<file path="src/rtl/irq_seq_pkg.sv">
// irq_seq_pkg: shared types and constants for the 65C02 interrupt sequencer.
//   - state_t / ST_* : sequencer state encoding (ST_WAIT only when WAI_SUPPORT_EN)
//   - SRC_PCH..SRC_NONE : stack_src output encoding
//   - irq_src_e : which event owns the current sequence
//   - VEC_LO_* : low byte of each vector address (FFFA/FFFC/FFFE)
package irq_seq_pkg;

   typedef logic [3:0] state_t;

   localparam state_t ST_IDLE     = 4'd0;
   localparam state_t ST_RST_HOLD = 4'd1;
   localparam state_t ST_RST_D1   = 4'd2;
   localparam state_t ST_RST_D2   = 4'd3;
   localparam state_t ST_RST_D3   = 4'd4;
   localparam state_t ST_PUSH_PCH = 4'd5;
   localparam state_t ST_PUSH_PCL = 4'd6;
   localparam state_t ST_PUSH_P   = 4'd7;
   localparam state_t ST_VEC_LO   = 4'd8;
   localparam state_t ST_VEC_HI   = 4'd9;
   localparam state_t ST_LOAD     = 4'd10;
`ifdef WAI_SUPPORT_EN
   localparam state_t ST_WAIT     = 4'd11;
`endif

   localparam logic [1:0] SRC_PCH  = 2'd0;
   localparam logic [1:0] SRC_PCL  = 2'd1;
   localparam logic [1:0] SRC_P    = 2'd2;
   localparam logic [1:0] SRC_NONE = 2'd3;

   typedef enum logic [1:0] {
      SRC_RST = 2'd0,
      SRC_NMI = 2'd1,
      SRC_IRQ = 2'd2,
      SRC_BRK = 2'd3
   } irq_src_e;

   localparam logic [7:0] VEC_LO_NMI = 8'hFA;
   localparam logic [7:0] VEC_LO_RES = 8'hFC;
   localparam logic [7:0] VEC_LO_IRQ = 8'hFE;

endpackage

</file>
<file path="src/rtl/irq_sequencer_nmi_edge_latch.sv">
// nmi_edge_latch: falling-edge detector on the synchronised NMIB pin plus a
// pending latch. Capture runs every clock regardless of rdy so that an NMI
// edge is never lost while the core is stalled.
//   clk     : core clock
//   reset   : asynchronous active-high reset
//   nmib_n  : synchronised NMIB pin
//   clear   : consume the pending NMI (a simultaneous new edge wins)
//   pending : an NMI edge has been seen and not yet consumed
module nmi_edge_latch (
   input  logic clk,
   input  logic reset,
   input  logic nmib_n,
   input  logic clear,
   output logic pending
);

   logic nmib_prev;
   logic fall;

   assign fall = nmib_prev & ~nmib_n;

   // The previous sample resets high so a pin held low through reset is not
   // mistaken for an edge.
   always_ff @(posedge clk or posedge reset) begin
      if (reset) begin
         nmib_prev <= 1'b1;
         pending   <= 1'b0;
      end else begin
         nmib_prev <= nmib_n;
         pending   <= fall | (pending & ~clear);
      end
   end

endmodule

</file>
<file path="src/rtl/irq_sequencer.sv">
// irq_sequencer: sequences 65C02 reset, NMI, IRQ and BRK entry for the
// PC/stack datapath. Pending sources are arbitrated at instruction
// boundaries, then three stack pushes (dummy reads for reset), the PCL
// vector select, the PCL increment for the high vector byte, and the final
// PC load are strobed one cycle each.
//
// Optional feature: define WAI_SUPPORT_EN to add the wai_decoded input and
// the WAIT state (wait for NMI/IRQ after a WAI opcode).
//
// Ports:
//   fclk, reset        : clock, asynchronous active-high reset
//   resb_n             : RESB pin (level, active low), overrides everything
//   nmib_n             : NMIB pin (falling edge)
//   irqb_n, i_flag     : IRQB pin (level, active low) and status I bit
//   brk_decoded        : current opcode is BRK
//   wai_decoded        : current opcode is WAI (WAI_SUPPORT_EN only)
//   instr_boundary     : last cycle of an instruction
//   rdy                : 0 freezes the sequencer
//   busy               : sequence in progress
//   stack_wr/stack_src : stack write strobe and pushed-byte select
//   b_flag             : B bit of the pushed P
//   push_resb/nmib/irqb: PCL vector select (FC/FA/FE)
//   increment_pc       : PCL increment for the vector high byte
//   load_pc, set_i, clear_d : final vector load and flag updates
module irq_sequencer
   import irq_seq_pkg::*;
#(
   parameter int RESET_HOLD_MIN = 2
) (
   input  logic       fclk,
   input  logic       reset,
   input  logic       resb_n,
   input  logic       nmib_n,
   input  logic       irqb_n,
   input  logic       i_flag,
   input  logic       brk_decoded,
`ifdef WAI_SUPPORT_EN
   input  logic       wai_decoded,
`endif
   input  logic       instr_boundary,
   input  logic       rdy,
   output logic       busy,
   output logic       stack_wr,
   output logic [1:0] stack_src,
   output logic       b_flag,
   output logic       push_resb,
   output logic       push_nmib,
   output logic       push_irqb,
   output logic       increment_pc,
   output logic       load_pc,
   output logic       set_i,
   output logic       clear_d
);

   localparam int CNT_W = $clog2(RESET_HOLD_MIN + 1);
   localparam logic [CNT_W-1:0] HOLD_LAST = CNT_W'(RESET_HOLD_MIN - 1);
   localparam logic [CNT_W-1:0] HOLD_SAT  = CNT_W'(RESET_HOLD_MIN);

   state_t           state, state_n;
   irq_src_e         src, src_n;
   logic [CNT_W-1:0] hold_cnt, hold_cnt_n;
   logic             nmi_pending;
   logic             nmi_clear;

   nmi_edge_latch u_nmi (
      .clk     (fclk),
      .reset   (reset),
      .nmib_n  (nmib_n),
      .clear   (nmi_clear),
      .pending (nmi_pending)
   );

   always_comb begin
      state_n    = state;
      src_n      = src;
      nmi_clear  = 1'b0;
      hold_cnt_n = hold_cnt;

      // hold_cnt = cycles already spent in RST_HOLD; a low RESB advances it
      // even while rdy is low because reset overrides the stall.
      if (state != ST_RST_HOLD)
         hold_cnt_n = '0;
      else if ((rdy || !resb_n) && (hold_cnt < HOLD_SAT))
         hold_cnt_n = hold_cnt + 1'b1;

      if (!resb_n) begin
         state_n = ST_RST_HOLD;
         src_n   = SRC_RST;
      end else if (rdy) begin
         case (state)
            ST_IDLE: begin
               if (instr_boundary) begin
                  if (nmi_pending) begin
                     state_n = ST_PUSH_PCH;
                     src_n   = SRC_NMI;
                  end else if (!irqb_n && !i_flag) begin
                     state_n = ST_PUSH_PCH;
                     src_n   = SRC_IRQ;
                  end else if (brk_decoded) begin
                     state_n = ST_PUSH_PCH;
                     src_n   = SRC_BRK;
                  end
`ifdef WAI_SUPPORT_EN
                  else if (wai_decoded) begin
                     state_n = ST_WAIT;
                  end
`endif
               end
            end
            ST_RST_HOLD: if (hold_cnt >= HOLD_LAST) state_n = ST_RST_D1;
            ST_RST_D1:   state_n = ST_RST_D2;
            ST_RST_D2:   state_n = ST_RST_D3;
            ST_RST_D3:   state_n = ST_VEC_LO;
            ST_PUSH_PCH: state_n = ST_PUSH_PCL;
            ST_PUSH_PCL: state_n = ST_PUSH_P;
            ST_PUSH_P: begin
               // A pending NMI hijacks the vector of an IRQ/BRK entry; the
               // already pushed B bit is unaffected.
               state_n = ST_VEC_LO;
               if (nmi_pending) begin
                  src_n     = SRC_NMI;
                  nmi_clear = 1'b1;
               end
            end
            ST_VEC_LO:   state_n = ST_VEC_HI;
            ST_VEC_HI:   state_n = ST_LOAD;
            ST_LOAD:     state_n = ST_IDLE;
`ifdef WAI_SUPPORT_EN
            ST_WAIT: begin
               if (nmi_pending) begin
                  state_n = ST_PUSH_PCH;
                  src_n   = SRC_NMI;
               end else if (!irqb_n) begin
                  // A masked IRQ only wakes the core; it is not serviced.
                  if (i_flag) begin
                     state_n = ST_IDLE;
                  end else begin
                     state_n = ST_PUSH_PCH;
                     src_n   = SRC_IRQ;
                  end
               end
            end
`endif
            default:     state_n = ST_IDLE;
         endcase
      end
   end

   always_ff @(posedge fclk or posedge reset) begin
      if (reset) begin
         state    <= ST_IDLE;
         src      <= SRC_RST;
         hold_cnt <= '0;
      end else begin
         state    <= state_n;
         src      <= src_n;
         hold_cnt <= hold_cnt_n;
      end
   end

   // Outputs decode straight from the state register so an asynchronous
   // reset drops every strobe immediately, including a stack write.
   always_comb begin
      busy         = (state != ST_IDLE);
      stack_wr     = 1'b0;
      stack_src    = SRC_NONE;
      b_flag       = 1'b0;
      push_resb    = 1'b0;
      push_nmib    = 1'b0;
      push_irqb    = 1'b0;
      increment_pc = 1'b0;
      load_pc      = 1'b0;
      set_i        = 1'b0;
      clear_d      = 1'b0;
      case (state)
         ST_PUSH_PCH: begin
            stack_wr  = 1'b1;
            stack_src = SRC_PCH;
         end
         ST_PUSH_PCL: begin
            stack_wr  = 1'b1;
            stack_src = SRC_PCL;
         end
         ST_PUSH_P: begin
            stack_wr  = 1'b1;
            stack_src = SRC_P;
            b_flag    = (src == SRC_BRK);
         end
         ST_VEC_LO: begin
            case (src)
               SRC_RST: push_resb = 1'b1;
               SRC_NMI: push_nmib = 1'b1;
               default: push_irqb = 1'b1;
            endcase
         end
         ST_VEC_HI: increment_pc = 1'b1;
         ST_LOAD: begin
            load_pc = 1'b1;
            set_i   = 1'b1;
            clear_d = 1'b1;
         end
         default: ;
      endcase
   end

endmodule

</file>
<file path="config.mk">
export PLATFORM = sky130hd
export DESIGN_NAME = irq_sequencer
export DESIGN_NICKNAME = d
export VERILOG_FILES = /design/src/rtl/irq_seq_pkg.sv /design/src/rtl/irq_sequencer_nmi_edge_latch.sv /design/src/rtl/irq_sequencer.sv
export SDC_FILE = /design/constraint.sdc
export NUM_CORES = 1
export LEC_CHECK = 0
export CAP_MARGIN = 30
export CORE_MARGIN = 10
export CORE_UTILIZATION = 40
export CTS_BUF_LIST = sky130_fd_sc_hd__clkbuf_8 sky130_fd_sc_hd__clkbuf_16
export DETAILED_ROUTE_END_ITERATION = 10
export PLACE_DENSITY = 0.73
export SLEW_MARGIN = 20
export SYNTH_ARGS = -nofsm -noshare
export SYNTH_HDL_FRONTEND = slang
export SYNTH_SLANG_ARGS = --single-unit
</file>
<file path="constraint.sdc">
create_clock -name fclk -period 1.89 [get_ports fclk]
set_input_delay 0.378 -clock fclk [delete_from_list [all_inputs] [get_ports fclk]]
set_output_delay 0.378 -clock fclk [all_outputs]
set_load 0.02 [all_outputs]
</file>
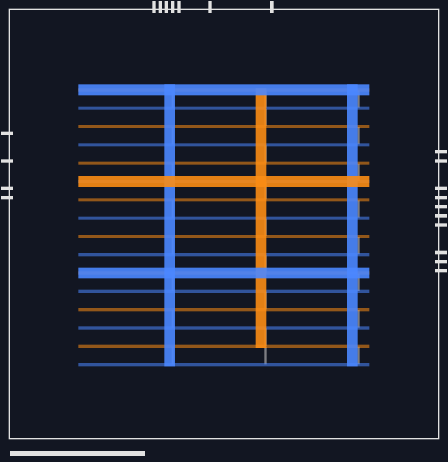
Figure 1: run 1, supply network.
Bar = 20 um. Pins as bars on the die edge. Tap cells in grey.
| colour | net |
|---|---|
| blue | VSS |
| orange | VDD |
rows: 15
signal pins: 21
die width: 63.5 um
Max IR drop VDD: 0.000869 V
Core Region: 1760 um^2
die height: 63.5 um

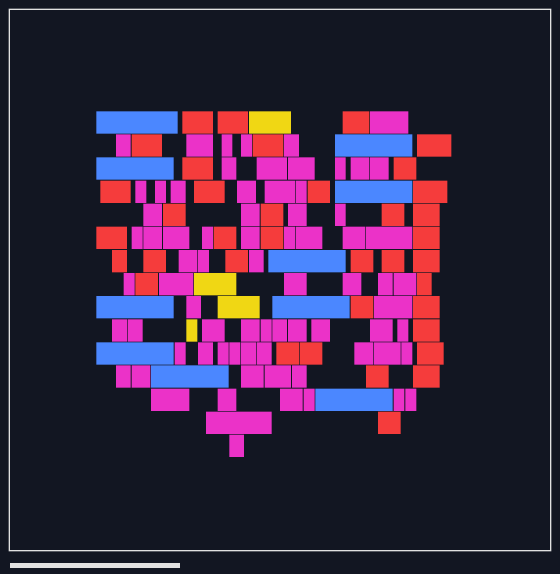
Figure 2: run 1, placed cells, one colour a class.
Bar = 20 um.
| colour | class | cells | share of their area |
|---|---|---|---|
| yellow | clock drivers and dummy loads | 4 | 4.2% |
| magenta | all other logic | 74 | 44% |
| red | other buffers and delay cells | 37 | 29% |
| blue | flip-flops | 10 | 23% |
row count: 15
post-layout util: 62.8%

==> results.sh, run 1 <==
# physical design summary
export IMPL_routed_wl_mm=2.10
export IMPL_ys_sh_simple_pct=34.7
export IMPL_cts_tree="yes"
export IMPL_hpwlAfterDp_mm=1.65
export IMPL_endpoint_kind="primary output"
export IMPL_clock_root_buffer="clkbuf_8"
export IMPL_path_class="reg -> out"
export IMPL_power_density_nw_per_um2=1150
export IMPL_hold_viol_final=0
export IMPL_warnings=26
export IMPL_grt_pass1_wl_mm=3.44
export IMPL_syn_area_per_cell_um2=8.15
export IMPL_ys_cells=93
export IMPL_dp_cells=146
export IMPL_cts_htree_levels=1
export IMPL_slew_headroom_pct=72.7
export IMPL_cts_buffer_depth=2
export IMPL_crit_required_ps=1510
export IMPL_setup_ws_ps=64.1
export IMPL_grt_ovfl_total=0
export IMPL_worstSetupEndpoint="b_flag"
export IMPL_synth_cell_area_um2=758
export IMPL_ys_types=39
export IMPL_drc=0
export IMPL_hold_buffers=0
export IMPL_die_area_um2=4040
export IMPL_final_cells=150
export IMPL_maxSlewViolCount=0
export IMPL_fin_hold_ws_ps=422
export IMPL_grt_pass1_vias=753
export IMPL_antenna_found_initial=0
export IMPL_synth_adder_area_share_pct=1.65
export IMPL_synth_seq_share_pct=33.2
export IMPL_mux_share_pct=1.49
export IMPL_period_needed_ps=1830
export IMPL_fin_tns_setup_ps=0
export IMPL_fmax_mhz=548
export IMPL_edf_count=0
export IMPL_ys_ff=10
export IMPL_period_used_pct=96.6
export IMPL_globalRouteMet2Util_pct=17.2
export IMPL_min_path_type="in -> async"
export IMPL_grt_util_met1_pct=11.0
export IMPL_numCtsBuffers=3
export IMPL_vias=779
export IMPL_yosys_stat_area_um2=758
export IMPL_reg2reg_depth=6
export IMPL_p_leak_nw=0.493
export IMPL_dominantRegCellSynth="dfrtp_1"
export IMPL_initCoreUtil_pct=43.0
export IMPL_ant_nets=0
export IMPL_fin_area_um2=1110
export IMPL_place_congestion=0.793
export IMPL_antenna_cells=0
export IMPL_status="complete, no violations"
export IMPL_io_buffers=20
export IMPL_io_pins=21
export IMPL_critPathLaunch="state[0]"
export IMPL_finalSetupViolCount=0
export IMPL_cp_arrival_ps=1450
export IMPL_dr_first_iter_drc_count=11
export IMPL_logic_family="simple AND/OR/NAND/NOR gates"
export IMPL_cts_sinks=10
export IMPL_crit_path_start_kind="flip-flop"
export IMPL_reg2reg_slack_ps=180
export IMPL_async_flop_share_pct=100
export IMPL_place_area_um2=1070
export IMPL_via_per_inst=5.19
export IMPL_synth_warnings=0
export IMPL_ys_sh_aoi_pct=17.7
export IMPL_path_clk_slew_ps=50
export IMPL_drtPass1Iterations=4
export IMPL_reg2reg_from="state[0]"
export IMPL_r2r_end="state[0]"
export IMPL_tightest_slew_ps=410
export IMPL_final_nets=136
export IMPL_grt_max_degree=11
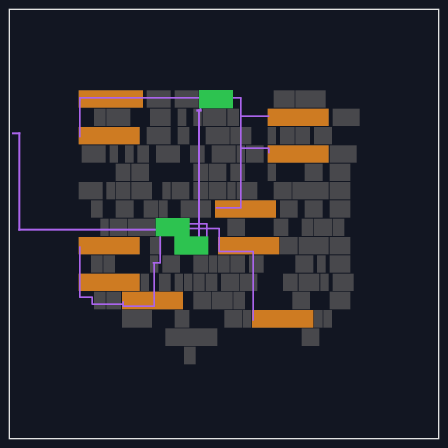
Figure 3: run 1, routed clock nets over the placement.
[purple] clock wires | length: 195 um
[orange] flip-flops | count: 10
[green] cells driving clock nets | count: 3
routed clock nets: 4
clk_skew: 5.93 ps
Clk power: 0.233 mW
clk latency late pin: 240 ps
Clock Power Share: 18.2%

## run 1: worst min path at each step
stage	end	from	slack, ps	cells past startpoint
final	hold_cnt[0]	reset	420	2
after global routing	hold_cnt[1]	reset	460	2
after CTS	hold_cnt[0]	reset	440	2
after detailed placement	u_nmi.pending	u_nmi.nmib_prev	510	2
after global placement	u_nmi.pending	u_nmi.nmib_prev	500	2
after floorplan	hold_cnt[0]	reset	220	1
## run 1: state kept, by name (all words and copies together) (netlist names)
signal	flops
state	4
hold_cnt	2
src	2
u_nmi.nmib_prev	1
u_nmi.pending	1
## run 1: area by class of cell
class | count | area (um^2)
fillers | 169 | 657
multi-input cells | 68 | 447
repair buffers | 37 | 310
flip-flops and latches | 10 | 251
clock buffers | 3 | 41.3
well taps | 25 | 31.3
inverters | 6 | 22.5
clock inverters | 1 | 3.75
## run 1: kinds of logic after synthesis
kind of cell             after synthesis
AND-OR/OR-AND                         21
multiplexers                           1
flip-flops                            10
adder cells (fa/ha/maj)                1
XOR/XNOR                               1
AND/OR/NAND/NOR                       44
buffers and inverters                 15
## run 1: what timing repair did
action,CTS,global route
resized,19,4
cloned,0,0
endpoints found under the setup margin,12,4
buffers inserted,0,0
pin swaps,1,1
endpoints found under the hold margin,0,0
## run 1: cells in the mapped netlist, types with 2 or more instances
| master | n | area, um^2 |
|---|---|---|
| a21oi_1 | 5 | 25.0 |
| and2_1 | 2 | 12.5 |
| buf_2 | 2 | 10.0 |
| buf_4 | 3 | 22.5 |
| clkbuf_1 | 3 | 11.3 |
| dfrtp_1 | 9 | 225 |
| inv_1 | 5 | 18.8 |
| nand2_1 | 9 | 33.8 |
| nand2b_1 | 5 | 31.3 |
| nand3_1 | 4 | 20.0 |
| nand3b_1 | 2 | 15.0 |
| nand4b_1 | 2 | 17.5 |
| nor2_1 | 6 | 22.5 |
| nor2b_1 | 4 | 25.0 |
| nor3b_1 | 2 | 15.0 |
| o21ai_0 | 6 | 30.0 |
| o31a_1 | 2 | 17.5 |
## run 1: critical path, stage by stage, from the launching register on
cell	delay, ps
dfrtp_1	420
buf_4	200
nand4b_1	140
nor2_1	120
dlygate4sd2_1	340
## run 1: metal layers
| layer | part of all wire, % | vias up |
|---|---|---|
| met1 | 41 | 360 |
| met2 | 49 | 29 |
| met5 | 0 | - |
| met4 | 1.6 | 0 |
| met3 | 8.2 | 4 |
| li1 | - | 386 |
## run 1: cells in the final DEF, fill, tap and decap left out, types with 2 or more instances in the layout
| cell type | n |
|---|---|
| nand4b_1 | 2 |
| and2_1 | 2 |
| nand2b_1 | 5 |
| o21ai_0 | 6 |
| nand2_1 | 9 |
| dfrtp_1 | 9 |
| dlygate4sd2_1 | 8 |
| nand3_1 | 4 |
| buf_4 | 17 |
| clkdlybuf4s15_2 | 2 |
| nor2b_1 | 4 |
| clkdlybuf4s50_1 | 8 |
| inv_1 | 6 |
| a21oi_1 | 5 |
| clkbuf_8 | 3 |
| o31a_1 | 2 |
| nand3b_1 | 2 |
| nor2_1 | 6 |
## run 1: report_power, final
group / switching, mW / internal [mW]
combinational: 0.391 / 0.335
sequential: 0.0468 / 0.270
clock: 0.0902 / 0.143
total: 0.528 / 0.748
Figure 4. Metal layers overlaid (run 1).
Bar = 20 um. Only two layers are drawn.
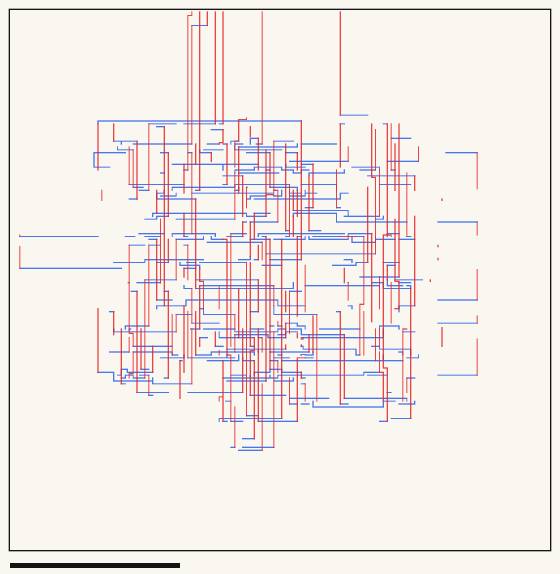

==> run 1 -> run 2 <==
--- a/config.mk
+++ b/config.mk
@@ -7,10 +7,10 @@
 export LEC_CHECK = 0
 export CAP_MARGIN = 30
 export CORE_MARGIN = 10
-export CORE_UTILIZATION = 40
-export CTS_BUF_LIST = sky130_fd_sc_hd__clkbuf_8 sky130_fd_sc_hd__clkbuf_16
+export CORE_UTILIZATION = 36
+export CTS_BUF_LIST = sky130_fd_sc_hd__clkbuf_8
 export DETAILED_ROUTE_END_ITERATION = 10
-export PLACE_DENSITY = 0.73
+export PLACE_DENSITY = 0.67
 export SLEW_MARGIN = 20
 export SYNTH_ARGS = -nofsm -noshare
 export SYNTH_HDL_FRONTEND = slang
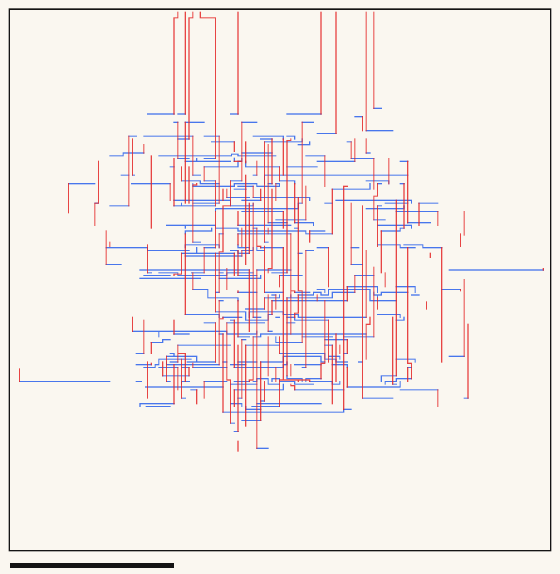
Figure 5: run 2, metal layers overlaid.
Bar = 20 um. Only two layers are drawn.
| colour | layer | wire length |
|---|---|---|
| red | met2 | 966 um |
| blue | met1 | 830 um |
Vias: 777
Wirelength per Cell: 13.6 um
Post-Route WL: 2.01 mm

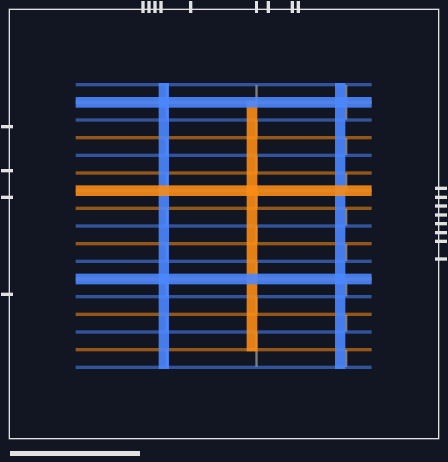
Figure 6: run 2, supply network.
Bar = 20 um. Pins as bars on the die edge. Tap cells in grey.
| colour | net |
|---|---|
| blue | VSS |
| orange | VDD |
met4 straps: 3
rows: 16
signal pins: 21
met1 rails: 17
met5 straps: 3
die width: 65.9 um
die height: 65.9 um
Core Region: 1980 um^2
Max IR drop VDD: 0.000566 V

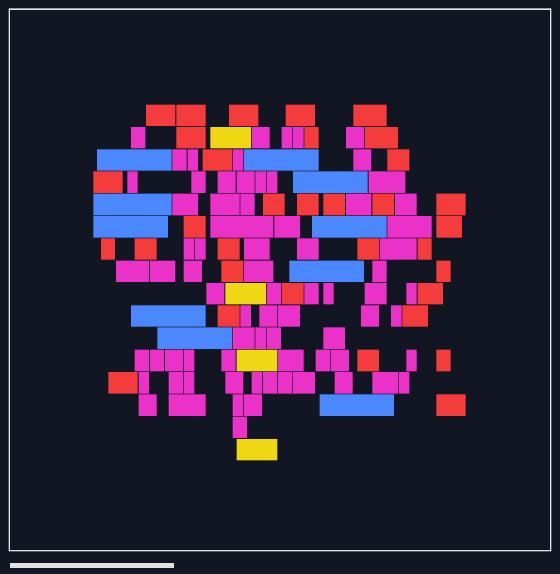
Figure 7: run 2, placed cells, one colour a class.
Bar = 20 um.
| colour | class | cells | share of their area |
|---|---|---|---|
| red | other buffers and delay cells | 33 | 26% |
| blue | flip-flops | 10 | 24% |
| magenta | all other logic | 74 | 45% |
| yellow | clock drivers and dummy loads | 4 | 5.2% |
Seq area share: 23.2%
post-layout util: 54.7%
row count: 16
Post-Layout Inst Area: 1080 um^2

==> results.sh, run 2 <==
# physical design summary
export IMPL_status="complete, no violations"
export IMPL_hold_viol_final=0
export IMPL_yosys_stat_area_um2=758
export IMPL_largest_register="state"
export IMPL_synth_warnings=0
export IMPL_fin_tns_setup_ps=0
export IMPL_syn_area_per_cell_um2=8.15
export IMPL_cts_setup_buffers=0
export IMPL_cp_arrival_ps=1440
export IMPL_endpoint_kind="primary output"
export IMPL_min_path_type="in -> async"
export IMPL_crit_required_ps=1510
export IMPL_fin_hold_ws_ps=416
export IMPL_hpwlAfterDp_mm=1.61
export IMPL_cts_htree_levels=1
export IMPL_io_buffers=20
export IMPL_cts_tree="yes"
export IMPL_mostFrequentLayoutCell="buf_4"
export IMPL_synth_area_top_cells="dfrtp_1 (30%), nand2_1 (4.5%), nand2b_1 (4.1%)"
export IMPL_antenna_found_initial=0
export IMPL_grt_max_degree=11
export IMPL_yosysTopAreaCell="dfrtp_1"
export IMPL_grt_ovfl_total=0
export IMPL_crit_path_start_kind="flip-flop"
export IMPL_reg_top3="state (4), hold_cnt (2), src (2)"
export IMPL_ys_cells=93
export IMPL_place_congestion=0.784
export IMPL_reg2reg_slack_ps=250
export IMPL_cts_buffer_depth=2
export IMPL_yosysTopAreaCellShare_pct=29.7
export IMPL_maxSlewViolCount=0
export IMPL_reg2reg_depth=6
export IMPL_worst_path_buf_inv=2
export IMPL_grt_pass1_wl_mm=3.52
export IMPL_period_needed_ps=1810
export IMPL_crit_path_cell_trace="buf_4 > nor4b_2 > clkdlybuf4s15_1"
export IMPL_critical_path_slowest_cell="dfrtp_1"
export IMPL_slowest_delay_ps=410
export IMPL_tightest_slew_ps=409
export IMPL_ctsResizeCount=17
export IMPL_final_nets=132
export IMPL_ys_ff=10
export IMPL_initCoreUtil_pct=38.3
export IMPL_place_area_um2=1050
export IMPL_r2r_end="state[0]"
export IMPL_hold_buffers=0
export IMPL_io_pins=21
export IMPL_numCtsBuffers=3
export IMPL_dr_first_iter_drc_count=27
export IMPL_antenna_cells=0
export IMPL_synthTopCellsByCount="dfrtp_1 (9), nand2_1 (9), nor2_1 (6), o21ai_0 (6)"
export IMPL_grt_util_met1_pct=10.7
export IMPL_async_flop_share_pct=100
export IMPL_p_leak_nw=0.459
export IMPL_fmax_mhz=551
export IMPL_cpLargestDelayFamily="buffers and inverters"
export IMPL_warnings=27
export IMPL_globalRouteMet2Util_pct=16.7
export IMPL_mostFrequentLayoutCells="buf_4 (13), nand2_1 (9), dfrtp_1 (9), clkdlybuf4s50_1 (8)"
export IMPL_synth_seq_share_pct=33.2
export IMPL_path_class="reg -> out"
## run 2: cell count changes in the layout (fill, tap and decap cells not counted), sizes merged
cell	previous run	this run
inv	7	6
clkbuf	4	9
buf	18	13
dlygate4sd2	8	3
clkdlybuf4s15	2	4
## run 2: final cells by class
class	instances	area, um^2
Timing Repair Buffer	33	272
Tap cell	27	33.8
Sequential cell	10	251
Clock buffer	4	55.1
Multi-Input combinational cell	68	449
Fill cell	183	898
Inverter	6	22.5
## run 2: kinds of logic after synthesis
group / Yosys count / share of synthesized area [%]
buf+inv: 15 / 10.2
flops: 10 / 33.2
compound gates: 21 / 17.7
mux: 1 / 1.49
simple gates: 44 / 34.7
xor+xnor: 1 / 1.16
fa+ha+maj: 1 / 1.65
## run 2: how the worst max path moves through the flow
| stage | start | endpoint | slack (ps) | depth (start not counted) |
|---|---|---|---|---|
| after global routing | state[2] | push_resb | -30 | 4 |
| after CTS | state[0] | busy | 3 | 4 |
| after global placement | state[2] | push_resb | -70 | 4 |
| after floorplan | state[2] | load_pc | 100 | 4 |
| after detailed placement | state[2] | push_resb | -90 | 4 |
| final | state[0] | push_irqb | 80 | 3 |
## run 2: per-layer routing
layer  vias up  routed length (um)
li1        379                   -
met1       371                 830
met2        22                 965
met3         5                 167
met4         0                  49
met5         -                   0
## run 2: report_power, final
group	internal (mW)	leakage (nW)	switching, mW
logic	0.328	0.307	0.390
clock network	0.184	0.0288	0.0938
registers	0.270	0.123	0.0387
total	0.782	0.459	0.522
## run 2: metrics by stage
stage                     setup WS, ps  std cells  util [%]
after floorplan                   97.0         93         -
after global placement           -70.2        144      52.8
after detailed placement         -92.4        144      52.8
after CTS                         3.13        148      55.4
after global routing             -34.8        148      54.7
final                             76.6        148      54.7
Figure 8. Routed clock nets over the placement (run 2).
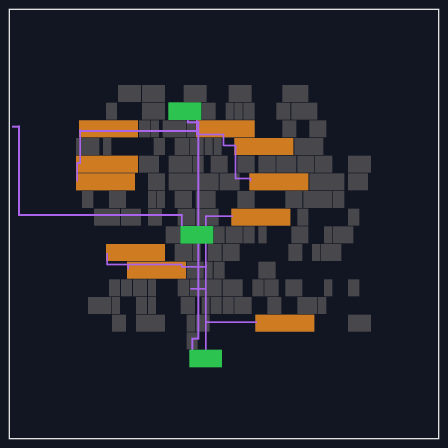

==> run 2 -> run 3 <==
--- a/config.mk
+++ b/config.mk
@@ -6,10 +6,10 @@
 export NUM_CORES = 1
 export LEC_CHECK = 0
 export CAP_MARGIN = 30
-export CORE_MARGIN = 10
 export CORE_UTILIZATION = 36
 export CTS_BUF_LIST = sky130_fd_sc_hd__clkbuf_8
 export DETAILED_ROUTE_END_ITERATION = 10
+export GPL_ROUTABILITY_DRIVEN = 0
 export PLACE_DENSITY = 0.67
 export SLEW_MARGIN = 20
 export SYNTH_ARGS = -nofsm -noshare
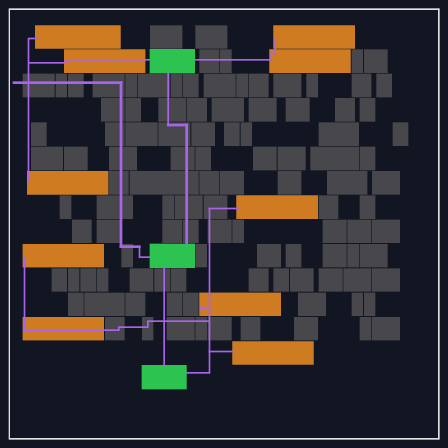
Figure 9: run 3, routed clock nets over the placement.
[orange] flip-flops | count: 10
[purple] clock wires | length: 184 um
[green] cells driving clock nets | count: 3
routed clock nets: 4
Clock Power Share: 18.4%
clk_skew: 8.06 ps
Clk power: 0.228 mW

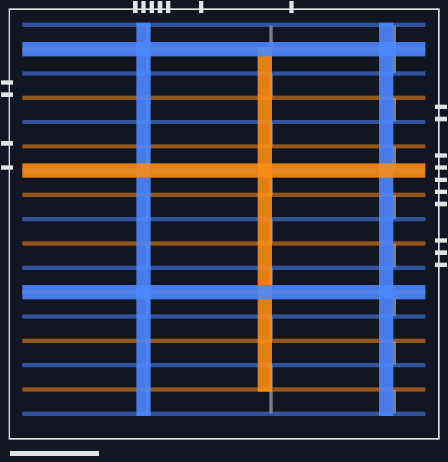
Figure 10: run 3, supply network.
Bar = 10 um. Pins as bars on the die edge. Tap cells in grey.
| colour | net |
|---|---|
| blue | VSS |
| orange | VDD |
met1 rails: 17
signal pins: 21
met4 straps: 3
met5 straps: 3
tap cells: 27
die height: 47.9 um
die width: 47.9 um
Core Region: 1960 um^2
Max IR drop VDD: 0.000611 V

==> results.sh, run 3 <==
# physical design summary
export IMPL_status="complete, no violations"
export IMPL_hold_buffers=0
export IMPL_edf_count=0
export IMPL_warnings=28
export IMPL_yosysTopAreaCellShare_pct=29.7
export IMPL_grt_max_degree=11
export IMPL_p_leak_nw=0.474
export IMPL_ys_ff=10
export IMPL_synth_seq_share_pct=33.2
export IMPL_dr_first_iter_drc_count=27
export IMPL_endpoint_kind="primary output"
export IMPL_fmax_mhz=547
export IMPL_yosys_stat_area_um2=758
export IMPL_vias=765
export IMPL_min_path_type="in -> async"
export IMPL_initCoreUtil_pct=38.6
export IMPL_ys_types=39
export IMPL_reg2reg_depth=6
export IMPL_mostFrequentLayoutCells="buf_4 (14), nand2_1 (9), dfrtp_1 (9), clkdlybuf4s50_1 (8)"
export IMPL_clkLatencyLatePin_ps=240
export IMPL_cp_arrival_ps=1450
export IMPL_critical_path_slowest_cell="dfrtp_1"
export IMPL_synth_cell_area_um2=758
export IMPL_dominantRegCellSynth="dfrtp_1"
export IMPL_drtPass1Iterations=4
export IMPL_slowest_delay_ps=380
export IMPL_period_used_pct=96.8
export IMPL_via_per_inst=5.13
export IMPL_maxSlewViolCount=0
export IMPL_io_pins=21
export IMPL_slew_headroom_pct=73.2
export IMPL_finalSetupViolCount=0
export IMPL_path_class="reg -> out"
export IMPL_yosysTopAreaCell="dfrtp_1"
export IMPL_antenna_cells=0
export IMPL_crit_path_start_kind="flip-flop"
export IMPL_crit_required_ps=1510
export IMPL_synth_warnings=0
export IMPL_grt_pass1_vias=611
export IMPL_largest_register="state"
export IMPL_ys_cells=93
export IMPL_cts_sinks=10
export IMPL_routedWlPerCell_um=12.1
export IMPL_rows=16
export IMPL_drv_cap=0
export IMPL_drc=0
export IMPL_tightest_slew_ps=402
export IMPL_crit_path_cell_trace="nand2b_1 > nor3b_2 > dlygate4sd2_1"
export IMPL_numCtsBuffers=3
export IMPL_cts_htree_levels=1
export IMPL_cts_buffer_depth=2
export IMPL_mostFrequentLayoutCell="buf_4"
export IMPL_antenna_found_initial=0
export IMPL_grt_ovfl_total=0
export IMPL_io_buffers=20
export IMPL_hpwlAfterDp_mm=1.35
export IMPL_clock_root_buffer="clkbuf_8"
export IMPL_synthTopCellsByCount="dfrtp_1 (9), nand2_1 (9), nor2_1 (6), o21ai_0 (6)"
export IMPL_async_flop_share_pct=100
export IMPL_cts_tree="yes"
export IMPL_die_area_um2=2290
export IMPL_routed_wl_mm=1.80
export IMPL_period_needed_ps=1830
export IMPL_ant_nets=0
export IMPL_syn_area_per_cell_um2=8.15
export IMPL_largest_reg_flops=4
export IMPL_reg_top3="state (4), hold_cnt (2), src (2)"
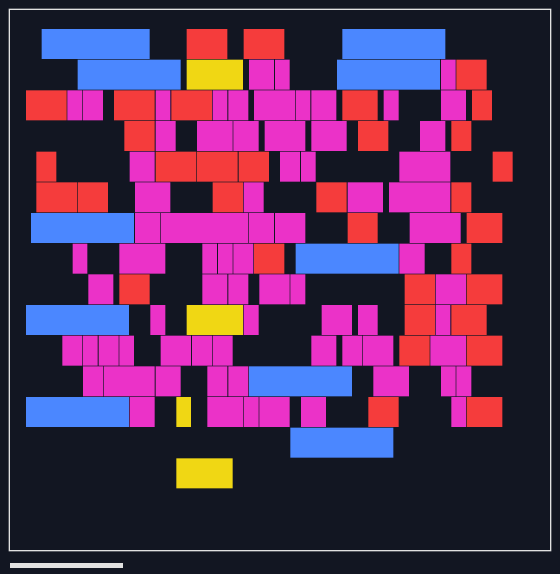
Figure 11: run 3, placed cells, one colour a class.
Bar = 10 um.
| colour | class | cells | share of their area |
|---|---|---|---|
| yellow | clock drivers and dummy loads | 4 | 4.3% |
| blue | flip-flops | 10 | 24% |
| red | other buffers and delay cells | 34 | 26% |
| magenta | all other logic | 74 | 46% |
Post-Layout Inst Area: 1070 um^2
post-layout util: 54.5%
Seq area share: 23.5%

[run 3: cell counts after synthesis]
No cell type changed its count.
[run 3: cells by family (layout without fill, tap and decap cells)]
| logic type | after synthesis | after routing | share of synthesized area, % |
|---|---|---|---|
| and+or+nand+nor | 44 | 44 | 34.7 |
| adders and majority gates | 1 | 1 | 1.65 |
| AOI/OAI and AO/OA | 21 | 21 | 17.7 |
| buffers and inverters | 15 | 44 | 10.2 |
| muxes | 1 | 1 | 1.49 |
| DFF | 10 | 10 | 33.2 |
| xor gates and xnor gates | 1 | 1 | 1.16 |
[run 3: per-stage QoR]
step / cell area, um^2 / worst slack, ps / hold slack (ps) / cells
2_1_floorplan: 769 / 97.0 / 217 / 93
3_3_place_gp: 1050 / -13.9 / 496 / 145
3_5_place_dp: 1050 / -62.5 / 497 / 145
4_1_cts: 1100 / -5.09 / 441 / 149
5_1_grt: 1070 / -27.1 / 485 / 149
6_report: 1070 / 61.3 / 427 / 149
[run 3: report_power, final]
part           internal (mW)  switching [mW]
sequential             0.270          0.0424
clock                  0.142          0.0860
combinational          0.319           0.381
[run 3: path summary, 6_finish.rpt]
kind / from / end / slack [ps]
setup / recovery: state[2] / set_i / 60
hold / removal: reset / hold_cnt[0] / 430
setup reg to reg: state[0] / state[0] / 200
hold reg to reg: u_nmi.nmib_prev / u_nmi.pending / 500
max in group asynchronous: reset / u_nmi.nmib_prev / 1130
min in group fclk: u_nmi.nmib_prev / u_nmi.pending / 500
[run 3: area by class of cell]
type | instances | area, um^2
flip-flops and latches | 10 | 251
repair buffers | 34 | 268
clock buffers | 3 | 41.3
multi-input cells | 68 | 449
fillers | 197 | 892
inverters | 6 | 22.5
clock inverters | 1 | 3.75
well taps | 27 | 33.8
[run 3: repair_timing]
item                                    4_1_cts  5_1_grt
resized                                      17       11
hold endpoints to repair                      0        0
setup buffers                                 0        0
endpoints found under the setup margin       12        8
[run 3: metal layers]
metal | track usage (%) | wire [um]
met4 | 11.7 | 33
met1 | 23.4 | 820
met5 | 0 | 0
met2 | 27.0 | 859
met3 | 2.26 | 91
[run 3: critical path: cells and delay by family (launching register included)]
kind,cells,cell delay [ps]
AND/OR/NAND/NOR,2,470
buffers and inverters,1,360
flip-flops,1,380
Power figures rest on the tool's default switching activity, not on a simulated workload.
